`src/rtl/uart_pkg.sv`:
```
// Shared types and constants for the UART transmit arbiter slice.
package uart_pkg;

    localparam int unsigned BYTE_W  = 8;
    localparam int unsigned WORD_W  = 32;
    localparam int unsigned NUM_REQ = 2;

    typedef enum logic [1:0] {
        ST_IDLE   = 2'd0,
        ST_STROBE = 2'd1,
        ST_WAIT   = 2'd2,
        ST_DONE   = 2'd3
    } tx_state_t;

    // One-hot requester vector for a 1-bit requester index.
    function automatic logic [NUM_REQ-1:0] owner_onehot(input logic owner);
        return owner ? 2'b10 : 2'b01;
    endfunction

endpackage

```
`src/rtl/uart_tx_arbiter_rr_arb2.sv`:
```
// Two-requester round-robin pick: the requester opposite the last owner
// wins a tie; a lone requester always wins.
module rr_arb2
    import uart_pkg::*;
(
    input  logic [NUM_REQ-1:0] req,
    input  logic               last_owner,
    output logic [NUM_REQ-1:0] grant
);

    // Combinational one-hot grant selection.
    always_comb begin
        grant = '0;
        case (req)
            2'b01:   grant = 2'b01;
            2'b10:   grant = 2'b10;
            2'b11:   grant = last_owner ? 2'b01 : 2'b10;
            default: grant = '0;
        endcase
    end

endmodule

```
`src/rtl/uart_tx_arbiter.sv`:
```
// Arbitrates two word-wide transmit requesters onto a byte-serial UART
// transmitter, sending up to four bytes LSB first with a per-byte timeout.
module uart_tx_arbiter
    import uart_pkg::*;
#(
    parameter logic [31:0] TIMEOUT_CYC = 32'd65535
) (
    input  logic                CLK,
    input  logic                RST_N,
    input  logic [NUM_REQ-1:0]  req_valid,
    input  logic [WORD_W-1:0]   req0_data,
    input  logic [WORD_W-1:0]   req1_data,
    input  logic [1:0]          req0_len,
    input  logic [1:0]          req1_len,
    output logic [NUM_REQ-1:0]  gnt,
    output logic [NUM_REQ-1:0]  done,
    output logic [BYTE_W-1:0]   send_data,
    output logic                Sdata_valid,
    input  logic                Send_fin,
    output logic                busy,
    output logic                err
);

    tx_state_t          state_q, state_nxt;
    logic [WORD_W-1:0]  shift_q;
    logic [1:0]         byte_cnt_q;
    logic               owner_q;
    logic               last_owner_q;
    logic [31:0]        tmo_cnt_q;
    logic [31:0]        tmo_inc;
    logic               err_q;

    logic [NUM_REQ-1:0] rr_grant;
    logic               load;
    logic               shift_en;
    logic               tmo_clr;
    logic               tmo_step;
    logic               err_set;

    rr_arb2 u_rr_arb2 (
        .req        (req_valid),
        .last_owner (last_owner_q),
        .grant      (rr_grant)
    );

    assign tmo_inc = (&tmo_cnt_q) ? tmo_cnt_q : tmo_cnt_q + 32'd1;

    // State register.
    always_ff @(posedge CLK or negedge RST_N) begin
        if (!RST_N) state_q <= ST_IDLE;
        else        state_q <= state_nxt;
    end

    // Next-state and datapath control decode.
    always_comb begin
        state_nxt = state_q;
        load      = 1'b0;
        shift_en  = 1'b0;
        tmo_clr   = 1'b0;
        tmo_step  = 1'b0;
        err_set   = 1'b0;
        case (state_q)
            ST_IDLE: begin
                if (|req_valid) begin
                    load      = 1'b1;
                    state_nxt = ST_STROBE;
                end
            end
            ST_STROBE: begin
                tmo_clr   = 1'b1;
                state_nxt = ST_WAIT;
            end
            ST_WAIT: begin
                if (Send_fin) begin
                    if (byte_cnt_q != 2'd0) begin
                        shift_en  = 1'b1;
                        state_nxt = ST_STROBE;
                    end else begin
                        state_nxt = ST_DONE;
                    end
                end else if (tmo_inc >= TIMEOUT_CYC) begin
                    err_set   = 1'b1;
                    state_nxt = ST_DONE;
                end else begin
                    tmo_step = 1'b1;
                end
            end
            ST_DONE: state_nxt = ST_IDLE;
            default: state_nxt = ST_IDLE;
        endcase
    end

    // Transfer datapath: shift register, byte counter, owner, pointer, timeout, error.
    always_ff @(posedge CLK or negedge RST_N) begin
        if (!RST_N) begin
            shift_q      <= '0;
            byte_cnt_q   <= '0;
            owner_q      <= 1'b0;
            last_owner_q <= 1'b1;
            tmo_cnt_q    <= '0;
            err_q        <= 1'b0;
        end else begin
            if (load) begin
                shift_q      <= rr_grant[1] ? req1_data : req0_data;
                byte_cnt_q   <= rr_grant[1] ? req1_len  : req0_len;
                owner_q      <= rr_grant[1];
                last_owner_q <= rr_grant[1];
                err_q        <= 1'b0;
            end else if (shift_en) begin
                shift_q    <= shift_q >> BYTE_W;
                byte_cnt_q <= byte_cnt_q - 2'd1;
            end
            if (err_set)
                err_q <= 1'b1;
            if (tmo_clr)
                tmo_cnt_q <= '0;
            else if (tmo_step)
                tmo_cnt_q <= tmo_inc;
        end
    end

    // gnt is decoded from IDLE and the live requests, so it is gated by reset
    // to stay low while RST_N is asserted.
    assign gnt         = (state_q == ST_IDLE && RST_N) ? rr_grant : '0;
    assign done        = (state_q == ST_DONE) ? owner_onehot(owner_q) : '0;
    assign send_data   = shift_q[BYTE_W-1:0];
    assign Sdata_valid = (state_q == ST_STROBE);
    assign busy        = (state_q != ST_IDLE);
    assign err         = err_q;

endmodule

```
`config.mk`:
```
export PLATFORM = sky130hd
export DESIGN_NAME = uart_tx_arbiter
export DESIGN_NICKNAME = d
export VERILOG_FILES = /design/src/rtl/uart_pkg.sv /design/src/rtl/uart_tx_arbiter_rr_arb2.sv /design/src/rtl/uart_tx_arbiter.sv
export SDC_FILE = /design/constraint.sdc
export NUM_CORES = 1
export LEC_CHECK = 0
export ABC_AREA = 1
export CAP_MARGIN = 40
export CORE_MARGIN = 5
export CORE_UTILIZATION = 25
export CTS_CLUSTER_DIAMETER = 100
export CTS_CLUSTER_SIZE = 12
export DETAILED_ROUTE_END_ITERATION = 10
export GPL_ROUTABILITY_DRIVEN = 0
export PLACE_DENSITY = 0.42
export SLEW_MARGIN = 5
export SYNTH_ARGS = -nofsm -noshare
export SYNTH_HDL_FRONTEND = slang
export SYNTH_SLANG_ARGS = --single-unit
```
`constraint.sdc`:
```
create_clock -name CLK -period 5.7 [get_ports CLK]
set_input_delay 0.57 -clock CLK [delete_from_list [all_inputs] [get_ports CLK]]
set_output_delay 0.57 -clock CLK [all_outputs]
set_load 0.02 [all_outputs]
```
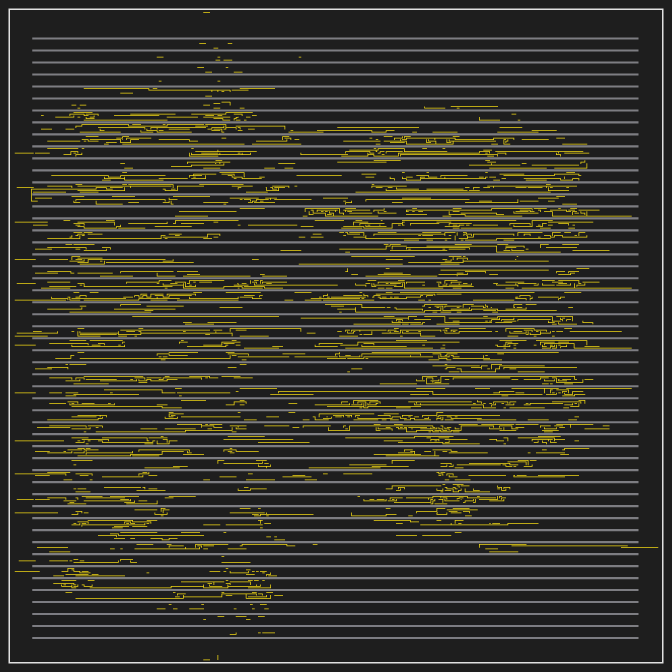
run_1/layer_met1.png
Supply wires on this layer in grey.
- share of all routed wire: 47%
- wire length on this layer: 6,850 µm
- longest straight run: 44.2 µm
- nets with wire on the layer: 755

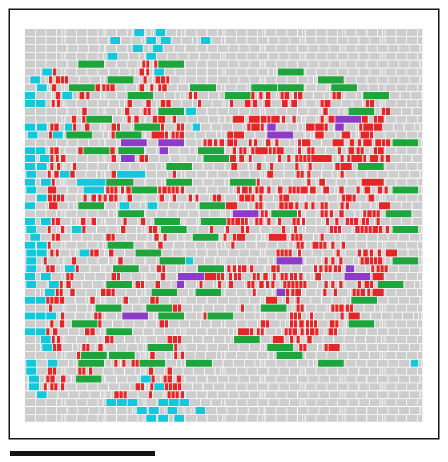
run_1/placement_by_type.png
The bar under the picture is 50 µm long. Fill, decap, tap and diode cells in grey.
- sequential cells: green (cells 71)
- clock drivers and dummy loads: purple (cells 16)
- combinational and other logic: red (cells 593)
- remaining buffers and delay cells: cyan (cells 93)
core area: 18,700 µm²
fin util: 32.5%
flop share of the area: 29.2%

==> deck_impl_summary.md, run 1 <==
Physical Implementation Snapshot

Critical path
  • Slowest-stage cell, CP: dfrtp_1
  • WS Path Type: register to register
  • Top delay family on crit path: simple AND/OR/NAND/NOR gates
  • R2r worst-path depth: 13
  • CP startpoint kind: register
  • Req. time, crit path: about 6.0 ns
  • Worst EP arrival: 3.68 ns
  • Crit. End Element: register
  • Worst path max stage delay: a little over 0.5 ns
  • Critical path fanouts, max: 35
  • Reg2Reg Setup Slack: 2.29 ns
  • Worst path cell trace: ha_1, inv_1, nor2_4, nand2_4, nor2_8, nand3_4, nand2_1, nand3_2, nor2_4, nand2_4, nand4_4, nand2_4, nor2_1
  • Reg2reg end: tmo_cnt_q[18]
  • Critical R2R Launch: tmo_cnt_q[0]
  • Stages on worst setup path: 13
  • Crit path top cell by count: nand2_4
  • Buf+Inv Stages, Crit Path: 1

Logic synthesis
  • Synthesized cell area: 4750 µm²
  • Count leader, synth: nand2_1
  • Top cell area share: 36.8%
  • Distinct cells, synth: 36
  • Sequential area share after synthesis: 37.4%
  • Cell taking the most area after synthesis: dfrtp_1
  • Synth warn: 0
  • Synth flops: about 71
  • Yosys stat cell total: between 700 and 800
  • Post-synthesis async set-or-reset flop share: 100%
  • Flip-flops with a built-in enable: 0
  • Mapped Cells: 703
  • Top cells by area, synth: dfrtp_1 37%, nand2_1 19%, nor2_1 8.2%, nand3_1 4.7%, o21ai_0 4.7%
  • Main synth FF type: dfrtp_1
  • Syn Nets: 778
  • Chip Area, Yosys: 4750 µm²
  • Synth top cells by count: 240 x nand2_1, 104 x nor2_1, 70 x dfrtp_1, 45 x nand3_1, 45 x o21ai_0
  • Average cell area after synthesis: 6.76 µm²

Finish
  • Logic area: about 2600 µm²
  • Sequential cell area: 1780 µm²
  • Antenna cells: 0
  • NumNets Final: roughly 840
  • Area delta synth->final: 27.9%
  • Fraction of layout cells with a size suffix above 1: 7.76%

Run
  • Log Warnings: 26
  • Max-cap check violation count: 0

Clock network
  • H-tree depth: 3
  • Clock Path Buffers: 2
  • Cts bufs inserted: 9
  • CTS tree: built
  • Hold buffer count at cts: 0
  • Clk latency late pin: 0.35 ns
  • Clk sinks: 71
  • Post-CTS sizing: 0
  • Worst-path clk slew: around 0.060 ns
  • Post-CTS setup buffers: 0
  • Root buffer cell: clkbuf_16

Global routing
  • Pin count of the biggest net entering global routing: ~56
  • Grt ovf: 0
  • Initial antenna violation count: 0
  • All-Layer GR Usage: around 14%
  • First-pass GRT wire length: 23,800 µm
  • Vias in the first global route: 4,605

Final timing
  • Clock Skew: 0.00941 ns
  • F_max: 293 MHz
  • Max-slew headroom: 51.4%
  • RSZ-0062 raised after global routing: no
  • Setup TNS Final: 0 ns
  • Final Hold Fails: 0
  • # setup viols final: 0
  • Max-slew violation count: 0
  • Min Tclk post-route: 3.41 ns
  • Worst slew pin tran: roughly 0.73 ns
  • Final worst path period share: about 60%

Power
  • Reg power frac: 34.2%
  • Worst VDD drop: 0.207 mV
  • PD cells: 351 nW/µm²
  • Switch Pwr: 861 µW
  • Switching Share: 40.4%
  • Leak: 2.66 nW
  • Internal Power: 1.27 mW
  • Clock power frac: a little over a quarter
  • Logic pwr share: 39.5%

Place
  • Post-DP HPWL: around 11,000 µm
  • Placed Instances: 991
  • PortBufs: 87

Floorplanning
  • Die W: 148 µm
  • Die height: 148 µm
  • Pre-Place Util: about 25%
  • # IOs: approximately 90
  • Chip area: between 20,000 and 25,000 µm²
  • Row cnt: roughly 50

Drt
  • Vias: about 4,600
  • DRC viols: 0
  • Initial DRC count: 211
  • WL final: approximately 14,000 µm
  • Vias per inst: 4.52
  • Wire per inst: around 14 µm
  • Iteration count of the initial detailed-routing pass: 5
  • DRT antenna net count: 0

Run status
  • Status: finished clean

Hold path
  • Hold/Removal Path Class: input port to asynchronous set/reset pin
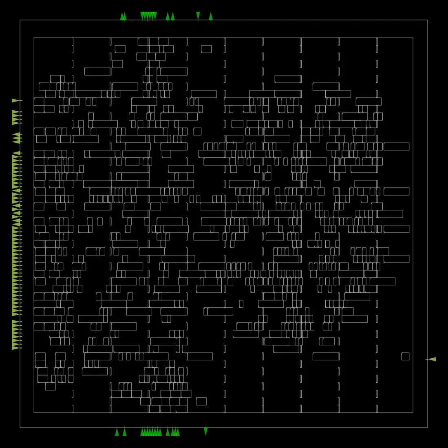
run_1/placement.png
Fill cells: 2,024
FF+latch count: 71
Cell Count, Final, Fillers Out: 1,007
Tapcells: 234

-- run 1: power by group through the flow --
stage	registers (mW)	logic, mW	clock network [mW]
floorplan	0.698	0.603	0
global placement	0.745	0.799	0
detailed placement	0.741	0.864	0
CTS	0.734	0.866	0.584
global route	0.746	0.962	0.601
finish	0.729	0.843	0.560
-- run 1: layout by cell type, fill, tap and decap left out, drive strengths merged --
cell / Yosys / final
xor2: 5 / 5
inv: 38 / 42
a22oi: 1 / 1
a2111oi: 1 / 1
ha: 2 / 2
nand4: 20 / 20
dfrtp: 70 / 70
o21bai: 2 / 2
and2: 3 / 3
nand3: 48 / 48
clkdlybuf4s50: 0 / 86
dfstp: 1 / 1
clkinvlp: 0 / 1
a21oi: 43 / 43
nand2: 245 / 245
xnor2: 3 / 3
nor3: 3 / 3
nor2: 124 / 124
o21ai: 53 / 53
clkbuf: 20 / 10
clkinv: 2 / 3
buf: 19 / 7
-- run 1: worst max path at each step --
| stage | from | end | slack, ns |
|---|---|---|---|
| after floorplan | req_valid[0] | gnt[0] | 3.41 |
| after global placement | req_valid[1] | shift_q[20] | 1.95 |
| after detailed placement | tmo_cnt_q[0] | tmo_cnt_q[16] | 2.24 |
| after CTS | tmo_cnt_q[0] | tmo_cnt_q[16] | 2.23 |
| after global routing | tmo_cnt_q[0] | tmo_cnt_q[16] | 1.99 |
| final | tmo_cnt_q[0] | tmo_cnt_q[18] | 2.29 |
-- run 1: kinds of logic after synthesis --
group,synth area share (%)
buffers and inverters,7.92
flip-flops,37.4
adder cells (fa/ha/maj),0.526
AND/OR/NAND/NOR,41.6
XOR/XNOR,1.47
AND-OR/OR-AND,11.1
-- run 1: sequential cells by signal, indices dropped and copies added, names as in the netlist --
register and flops:
shift_q 32, err 1, byte_cnt_q 2, state_q 2, tmo_cnt_q 32, owner_q 1
last_owner_q 1
-- run 1: metal layers --
metal,vias to the layer above,GRT usage [%],share of wire [%]
met3,12,4.11,5.2
li1,2376,-,-
met1,2061,17.7,47
met2,105,22.6,47
met4,0,2.26,0.80
met5,-,0,0
-- run 1: worst register-to-register path: stages (launching register included) --
cell	delay, ns
dfrtp_1	0.51
ha_1	0.40
inv_1	0.12
nor2_4	0.21
nand2_4	0.10
nor2_8	0.18
nand3_4	0.36
nand2_1	0.25
nand3_2	0.15
nor2_4	0.15
nand2_4	0.15
nand4_4	0.30
nand2_4	0.27
nor2_1	0.18
-- run 1: per-stage QoR --
| step | hold WS, ns | power, mW | setup slack (ns) | util [%] | area (µm²) |
|---|---|---|---|---|---|
| after CTS | 0.112 | 2.18 | 2.23 | 32.5 | 6080 |
| after global placement | 0.460 | 1.54 | 1.95 | 30.6 | 5720 |
| after detailed placement | 0.466 | 1.61 | 2.24 | 31.0 | 5790 |
| after floorplan | 0.274 | 1.30 | 3.41 | - | 4750 |
| final | 0.107 | 2.13 | 2.29 | 32.5 | 6080 |
| after global routing | 0.122 | 2.31 | 1.99 | 32.5 | 6080 |
-- run 1: cell type report --
type                    count  share of cell area (%)
clock buffers              10                    3.93
clock inverters             6                   0.844
inverters                  40                    2.47
multi-input cells         553                    42.8
flip-flops and latches     71                    29.2
well taps                 234                    4.81
repair buffers             93                    15.9
run_1/wires.png
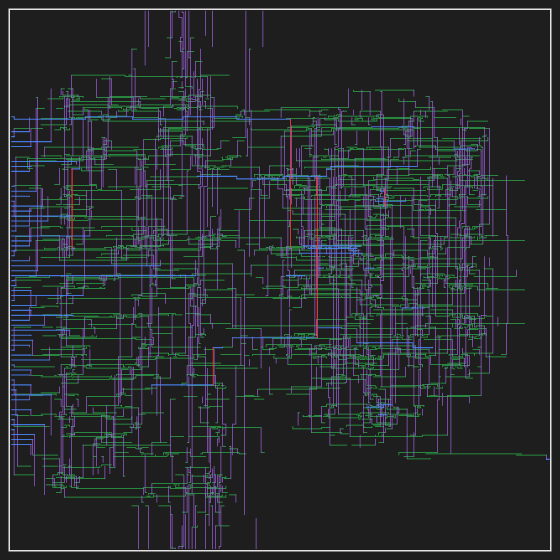

==> run 2: changes to the inputs <==
PLACE_DENSITY = 0.44   (was 0.42)
clock period = 3.1 ns   (was 5.7 ns; I/O delays follow)
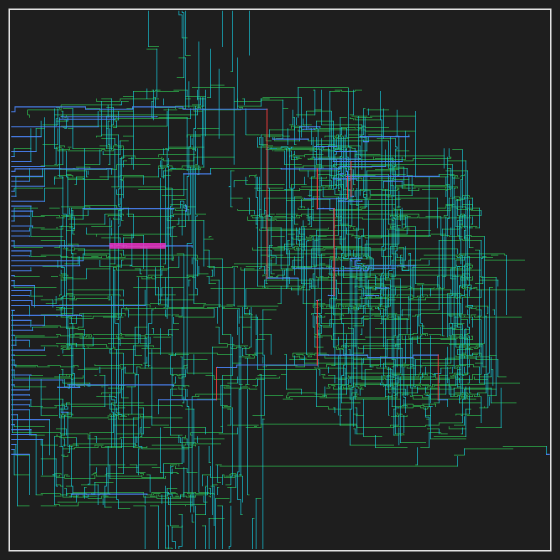
run_2/wires.png
- metal 1: green (wire length 6,850 µm)
- metal 4: red (wire length 135 µm)
- metal 5: magenta (wire length 13.8 µm)
- metal 2: cyan (wire length 6,920 µm)
- metal 3: blue (wire length 970 µm)

==> run 2 against run 1 <==
Against the previous run: hold slack improved by 0.37 ns; sequential share of layout area about the same; sequential cell count is the same; non-clock buffer count up 7; largest cell class unchanged; critical endpoint unchanged.
==> deck_impl_summary.md, run 2 <==
Physical Implementation Snapshot

Logic synthesis
  • Average cell area after synthesis: 6.76 µm² (unchanged)
  • Synthesized cell area: 4750 µm² (unchanged)
  • Synth flops: 71 (unchanged)
  • Top cells by area, synth: dfrtp_1 37%, nand2_1 19%, nor2_1 8.2%, nand3_1 4.7%, o21ai_0 4.7% (unchanged)
  • Mapped Cells: 703 (unchanged)
  • Top cell area share: 36.8% (unchanged)
  • Chip Area, Yosys: 4750 µm² (unchanged)
  • Flip-flops with a built-in enable: 0 (unchanged)
  • Sequential area share after synthesis: 37.4% (unchanged)
  • Syn Nets: 778 (unchanged)
  • Cell taking the most area after synthesis: dfrtp_1 (unchanged)
  • Yosys stat cell total: 703 (unchanged)
  • Count leader, synth: nand2_1 (unchanged)

Drt
  • Initial DRC count: 276 (was 211)
  • Vias per inst: 4.62 (was 4.52)
  • DRC viols: 0 (unchanged)
  • Vias: 4,689 (was 4,554)
  • Iteration count of the initial detailed-routing pass: 6 (was 5)
  • DRT antenna net count: 0 (unchanged)
  • WL final: 14,900 µm (was 14,500 µm)
  • Wire per inst: 14.7 µm (was 14.4 µm)

Place
  • Post-DP HPWL: 11,200 µm (was 11,000 µm)
  • PortBufs: 87 (unchanged)

Clock network
  • Clk latency late pin: 0.34 ns (was 0.35 ns)
  • Clock Path Buffers: 2 (unchanged)
  • CTS tree: built (unchanged)
  • Root buffer cell: clkbuf_16 (unchanged)
  • Clk sinks: 71 (unchanged)
  • Worst-path clk slew: 0.06 ns (about the same)
  • Cts bufs inserted: 9 (unchanged)

Final timing
  • Final worst path period share: 88.3% (was 59.9%)
  • Max-slew headroom: 53.1% (was 51.4%)
  • Final Hold Fails: 0 (unchanged)
  • F_max: 365 MHz (was 293 MHz)
  • Setup TNS Final: 0 ns (unchanged)
  • Max-slew violation count: 0 (unchanged)
  • Min Tclk post-route: 2.74 ns (was 3.41 ns)
  • Clock Skew: 0.00824 ns (was 0.00941 ns)
  • Worst setup margin: 0.363 ns (was 2.29 ns)
  • # setup viols final: 0 (unchanged)

Finish
  • Antenna cells: 0 (unchanged)
  • Largest regs: shift_q x32, tmo_cnt_q x32 (unchanged)
  • NumNets Final: 851 (was 843)
  • Commonest Layout Cell: nand2_1 (unchanged)
  • Most frequent cells in the layout: 240 x nand2_1, 104 x nor2_1, 86 x clkdlybuf4s50_1, 70 x dfrtp_1 (unchanged)
  • Fraction of layout cells with a size suffix above 1: 8.45% (was 7.76%)
  • Area delta synth->final: 27.8% (was 27.9%)

Run
  • Max-cap check violation count: 0 (unchanged)
  • Log Warnings: 26 (unchanged)

Power
  • Internal Power: 2.27 mW (was 1.27 mW)
  • Switch Pwr: 1.55 mW (was 861 µW)
  • Leak: 2.66 nW (about the same)
  • Worst VDD drop: 0.250 mV (was 0.207 mV)
  • Clock power frac: 25.8% (was 26.3%)
  • Logic pwr share: 39.6% (was 39.5%)
  • Reg power frac: 34.5% (was 34.2%)
  • PD cells: 629 nW/µm² (was 351 nW/µm²)
  • Total power: 3.82 mW (was 2.13 mW)

Floorplanning
  • Row cnt: 50 (unchanged)
  • Chip area: 21,900 µm² (unchanged)
  • Pre-Place Util: 25.4% (unchanged)
  • # IOs: 88 (unchanged)
  • Die W: 148 µm (unchanged)
  • Core area: 18,700 µm² (unchanged)

Critical path
  • Worst path cell trace: ha_1, inv_1, nor2_4, nand2_4, nor2_8, nand3_4, nand2_1, nand3_2, nor2_4, nand2_4, nand4_4, nand2_4, nor2_1 (unchanged)
  • Crit path top cell by count: nand2_4 (unchanged)
  • Worst EP arrival: 3.00 ns (was 3.68 ns)
  • Crit. End Element: register (unchanged)
  • Worst path max stage delay: 0.42 ns (was 0.51 ns)
  • CP startpoint kind: register (unchanged)

Global routing
  • First-pass GRT wire length: 24,200 µm (was 23,800 µm)
  • Initial antenna violation count: 1 (was 0)
  • Vias in the first global route: 4,643 (was 4,605)
  • Grt ovf: 0 (unchanged)
  • All-Layer GR Usage: 13.8% (was 13.5%)

Hold path
  • Hold/Removal Path Class: register to register (was input port to asynchronous set/reset pin)

Run status
  • Status: finished clean (unchanged)
==> run 2: cell counts after synthesis <==
Identical to the previous run, type by type.
==> run 2: per-stage QoR <==
step / area (µm²) / hold WS, ns / utilization [%] / cells
detailed placement: 5780 / 0.342 / 30.9 / 997
finish: 6080 / 0.480 / 32.5 / 1015
floorplan: 4750 / 0.0144 / - / 703
global route: 6080 / 0.500 / 32.5 / 1015
global placement: 5780 / 0.344 / 30.9 / 997
CTS: 6070 / 0.484 / 32.4 / 1014
==> run 2: final timing paths <==
kind	from	end	slack, ns	cells after the start
min in group asynchronous	RST_N	tmo_cnt_q[23]	0.52	3
worst max register to register	tmo_cnt_q[1]	tmo_cnt_q[18]	0.36	13
max in group asynchronous	RST_N	tmo_cnt_q[8]	1.59	4
worst max-delay path	tmo_cnt_q[1]	tmo_cnt_q[18]	0.36	13
worst min register to register	shift_q[15]	shift_q[15]	0.48	2
worst min-delay path	shift_q[15]	shift_q[15]	0.48	2
==> run 2: worst max-delay path, delay by kind of cell, from the launching register on <==
kind | cells | cell delay, ns
buffers and inverters | 1 | 0.09
and+or+nand+nor | 11 | 1.85
adders and majority gates | 1 | 0.27
DFF | 1 | 0.42
==> run 2: per-layer routing <==
metal	GRT usage [%]	wire [µm]	part of all wire [%]
met2	22.7	6920	46
met5	0	13	0.087
met3	4.26	969	6.5
met4	2.96	135	0.91
met1	17.9	6850	46
==> run 2: area by class of cell <==
| class | count | area (µm²) |
|---|---|---|
| Inverter | 40 | 150 |
| Tap cell | 234 | 293 |
| Fill cell | 2003 | 12600 |
| Multi-Input combinational cell | 554 | 2610 |
| Timing Repair Buffer | 100 | 968 |
| Clock inverter | 6 | 46.3 |
| Clock buffer | 10 | 229 |
| Sequential cell | 71 | 1780 |
==> run 2: power groups by stage <==
stage	combinational [mW]	sequential, mW	clock (mW)
3_3_place_gp	1.54	1.34	0
4_1_cts	1.56	1.33	1.02
5_1_grt	1.73	1.36	1.05
2_1_floorplan	1.11	1.28	0
3_5_place_dp	1.56	1.34	0
6_report	1.52	1.32	0.988
==> run 2: timing repair <==
item / in CTS / in global routing
gates resized: 0 / 0
hold buffers: 1 / 0
buffers inserted: 0 / 0
endpoints found under the hold margin: 19 / 0
setup endpoints to repair: 0 / 14
==> run 2: cell families (layout without fill, tap and decap cells) <==
group	after synthesis	after routing	synth area share [%]
flops	71	71	37.4
compound gates	100	100	11.1
simple gates	443	444	41.6
buf+inv	79	156	7.92
xor+xnor	8	8	1.47
fa+ha+maj	2	2	0.526
No activity file was given, so power comes from the tool's default toggle rates.
